File: config.mk
export PLATFORM = sky130hd
export DESIGN_NAME = gl_matrix_stack_ctrl
export DESIGN_NICKNAME = d
export VERILOG_FILES = /design/src/rtl/gl_matrix_stack_ctrl.sv
export SDC_FILE = /design/constraint.sdc
export NUM_CORES = 1
export LEC_CHECK = 0
export CORE_MARGIN = 2
export CORE_UTILIZATION = 44
export DETAILED_ROUTE_END_ITERATION = 10
export PLACE_DENSITY = 0.87
export SYNTH_ARGS = -nofsm -noshare
export SYNTH_HDL_FRONTEND = slang
export SYNTH_SLANG_ARGS = --single-unit
File: constraint.sdc
create_clock -name clk -period 3.9 [get_ports clk]
set_input_delay 0.585 -clock clk [delete_from_list [all_inputs] [get_ports clk]]
set_output_delay 0.585 -clock clk [all_outputs]
set_load 0.02 [all_outputs]
File: src/rtl/gl_matrix_stack_ctrl.sv
// rtl/gl_matrix_stack_ctrl.sv - modelview/projection matrix stack sequencer over a shared BRAM
// Optional scrub-on-pop (zero the popped slot) is enabled by defining GL_MSTACK_SCRUB_ON_POP_EN.
module gl_matrix_stack_ctrl #(
  parameter int ADDR_W     = 10,
  parameter int MV_BASE    = 0,
  parameter int PROJ_BASE  = 512,
  parameter int MV_DEPTH   = 32,
  parameter int PROJ_DEPTH = 4
) (
  input  logic              clk,
  input  logic              rst,
  input  logic              push_en,
  input  logic              pop_en,
  input  logic              load_id_en,
  input  logic              matrix_mode,
  output logic              busy,
  output logic              done,
  output logic [ADDR_W-1:0] mv_top_addr,
  output logic [ADDR_W-1:0] proj_top_addr,
  output logic              overflow,
  output logic              underflow,
  output logic [ADDR_W-1:0] rd_addr,
  input  logic [31:0]       rd_data,
  output logic              wr_en,
  output logic [ADDR_W-1:0] wr_addr,
  output logic [31:0]       wr_data
);

  localparam logic [2:0] S_IDLE  = 3'd0;
  localparam logic [2:0] S_COPY  = 3'd1;
  localparam logic [2:0] S_FILL  = 3'd2;
  localparam logic [2:0] S_ONE   = 3'd3;
  localparam logic [2:0] S_SCRUB = 3'd4;

  localparam logic [4:0] MV_LAST   = 5'(MV_DEPTH - 1);
  localparam logic [4:0] PROJ_LAST = 5'(PROJ_DEPTH - 1);

  logic [2:0]        state_q, state_d;
  logic [4:0]        cnt_q, cnt_d;
  logic              mode_q, mode_d;
  logic [ADDR_W-1:0] base_q, base_d;
  logic [4:0]        mv_sp_q, mv_sp_d;
  logic [4:0]        proj_sp_q, proj_sp_d;
  logic              ovf_q, ovf_d;
  logic              udf_q, udf_d;

  logic [4:0]        sel_sp;
  logic [4:0]        sel_last;
  logic [ADDR_W-1:0] sel_base;
  logic              sp_inc, sp_dec, sp_mode;

  assign mv_top_addr   = ADDR_W'(MV_BASE) + ADDR_W'({mv_sp_q, 4'b0000});
  assign proj_top_addr = ADDR_W'(PROJ_BASE) + ADDR_W'({proj_sp_q, 4'b0000});
  assign sel_sp        = matrix_mode ? mv_sp_q : proj_sp_q;
  assign sel_last      = matrix_mode ? MV_LAST : PROJ_LAST;
  assign sel_base      = matrix_mode ? mv_top_addr : proj_top_addr;
  assign overflow      = ovf_q;
  assign underflow     = udf_q;

  // All slot addressing uses base_q latched at accept, so sp may move
  // one cycle early to line the top-address update up with done.
  always_comb begin
    state_d   = state_q;
    cnt_d     = cnt_q;
    mode_d    = mode_q;
    base_d    = base_q;
    mv_sp_d   = mv_sp_q;
    proj_sp_d = proj_sp_q;
    ovf_d     = ovf_q;
    udf_d     = udf_q;
    sp_inc    = 1'b0;
    sp_dec    = 1'b0;
    sp_mode   = mode_q;
    case (state_q)
      S_IDLE: begin
        sp_mode = matrix_mode;
        if (push_en || pop_en || load_id_en) begin
          mode_d = matrix_mode;
          base_d = sel_base;
          cnt_d  = 5'd0;
        end
        if (push_en) begin
          if (sel_sp == sel_last) begin
            ovf_d   = 1'b1;
            state_d = S_ONE;
          end else begin
            state_d = S_COPY;
          end
        end else if (pop_en) begin
          if (sel_sp == 5'd0) begin
            udf_d   = 1'b1;
            state_d = S_ONE;
          end else begin
`ifdef GL_MSTACK_SCRUB_ON_POP_EN
            state_d = S_SCRUB;
`else
            sp_dec  = 1'b1;
            state_d = S_ONE;
`endif
          end
        end else if (load_id_en) begin
          state_d = S_FILL;
        end
      end
      S_COPY: begin
        cnt_d = cnt_q + 5'd1;
        if (cnt_q == 5'd15) sp_inc = 1'b1;
        if (cnt_q == 5'd16) begin
          cnt_d   = 5'd0;
          state_d = S_IDLE;
        end
      end
      S_FILL: begin
        cnt_d = cnt_q + 5'd1;
        if (cnt_q == 5'd15) begin
          cnt_d   = 5'd0;
          state_d = S_IDLE;
        end
      end
      S_SCRUB: begin
        cnt_d = cnt_q + 5'd1;
        if (cnt_q == 5'd14) sp_dec = 1'b1;
        if (cnt_q == 5'd15) begin
          cnt_d   = 5'd0;
          state_d = S_IDLE;
        end
      end
      default: state_d = S_IDLE;
    endcase
    if (sp_inc) begin
      if (sp_mode) mv_sp_d = mv_sp_q + 5'd1;
      else         proj_sp_d = proj_sp_q + 5'd1;
    end
    if (sp_dec) begin
      if (sp_mode) mv_sp_d = mv_sp_q - 5'd1;
      else         proj_sp_d = proj_sp_q - 5'd1;
    end
  end

  // Copy is a one-deep read/write pipeline: word c-1 is written while word c is read.
  always_comb begin
    busy    = (state_q != S_IDLE);
    done    = 1'b0;
    rd_addr = '0;
    wr_en   = 1'b0;
    wr_addr = '0;
    wr_data = 32'h0;
    case (state_q)
      S_COPY: begin
        if (cnt_q != 5'd16) rd_addr = base_q + ADDR_W'(cnt_q);
        if (cnt_q != 5'd0) begin
          wr_en   = 1'b1;
          wr_addr = base_q + ADDR_W'(cnt_q) + ADDR_W'(15);
          wr_data = rd_data;
        end
        done = (cnt_q == 5'd16);
      end
      S_FILL: begin
        wr_en   = 1'b1;
        wr_addr = base_q + ADDR_W'(cnt_q);
        wr_data = (cnt_q[1:0] == cnt_q[3:2]) ? 32'h3F80_0000 : 32'h0;
        done    = (cnt_q == 5'd15);
      end
      S_SCRUB: begin
        wr_en   = 1'b1;
        wr_addr = base_q + ADDR_W'(cnt_q);
        done    = (cnt_q == 5'd15);
      end
      S_ONE:   done = 1'b1;
      default: ;
    endcase
  end

  always_ff @(posedge clk) begin
    if (rst) begin
      state_q   <= S_IDLE;
      cnt_q     <= 5'd0;
      mode_q    <= 1'b0;
      base_q    <= '0;
      mv_sp_q   <= 5'd0;
      proj_sp_q <= 5'd0;
      ovf_q     <= 1'b0;
      udf_q     <= 1'b0;
    end else begin
      state_q   <= state_d;
      cnt_q     <= cnt_d;
      mode_q    <= mode_d;
      base_q    <= base_d;
      mv_sp_q   <= mv_sp_d;
      proj_sp_q <= proj_sp_d;
      ovf_q     <= ovf_d;
      udf_q     <= udf_d;
    end
  end

endmodule

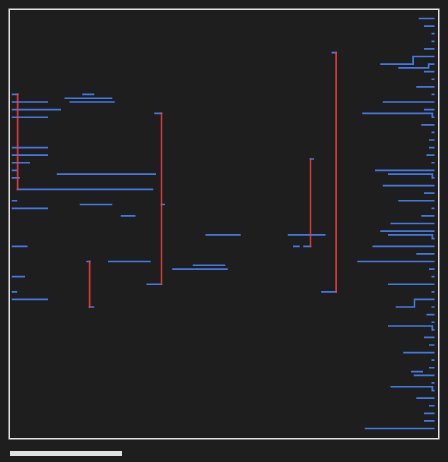
Fig. 1. Wiring by layer.
Scale bar: 20 microns. Only two layers are drawn.
blue -> M3  # wire length 388 microns
red -> M4  # wire length 114 microns

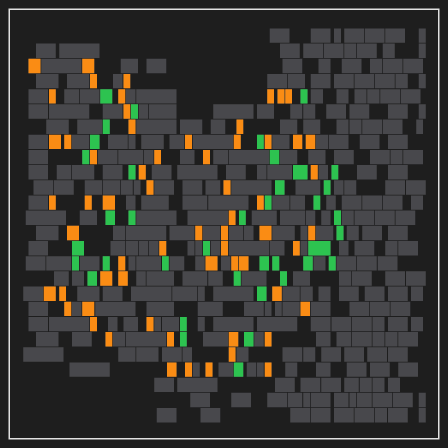
Fig. 2. Selected gate families.
green -> nand cells  # cells 38
orange -> nor cells  # cells 62
combinational share of cell area: 47.8%
Finished Layout Cells: 476
most frequent logic cell in the layout: clkdlybuf4s50_1

==> results.ini <==
[finish]
final_area_sq_um=3410
drive_above_1_share_pct=5.42
n_antenna_cell=0

[run]
max_cap_violations=0

[timing]
setup_slack_ns=0.390

[status]
status=completed

[routing]
num_vias=2530
wl_met1_microns=3090

[cts]
cts_tree=built
clock_sinks=26
ctsResizeCount=0
cts_hold_buf=0
insertion_delay_ns=0.27

[power]
p_total_uw=1020
pwr-share-clk_pct=17.4
power_density_nw_per_um2=300

[synth]
yosys_warnings=0

[critical_path]
critical_path_depth=8

[worst_hold_path]
hold_depth=2

[placed_design]
hpwl_microns=5480

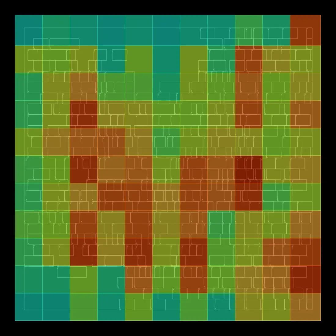
Fig. 3. Track usage over the die.
met3 global-route usage: 2.94%
gr busiest metal: met2

## cell usage after synthesis (5+ instances only)
library cell	n	area share [%]
nor3_1	8	1.7
nand3_1	10	2.2
mux2_2	8	3.9
mux2i_1	12	5.2
a21o_1	7	2.3
o21ai_0	15	3.2
xor2_1	6	2.3
o22ai_1	7	1.9
nand2_1	24	3.9
clkbuf_1	13	2.1
nor2_1	45	7.3
buf_4	10	3.2
and2_1	27	7.3
xnor2_1	5	1.9
ha_1	14	7.5
a21oi_1	9	1.9
dfxtp_1	26	22
nor2b_1	7	1.9
a211oi_1	6	1.9
inv_1	14	2.3
## final cells by class
type                    instances  area, sq um
fillers                       432         1700
multi-input cells             255         1630
repair buffers                107         1060
flip-flops and latches         26          520
well taps                      70         87.6
clock buffers                   4         55.1
inverters                      14         52.6
No activity file was given, so power comes from the tool's default toggle rates.
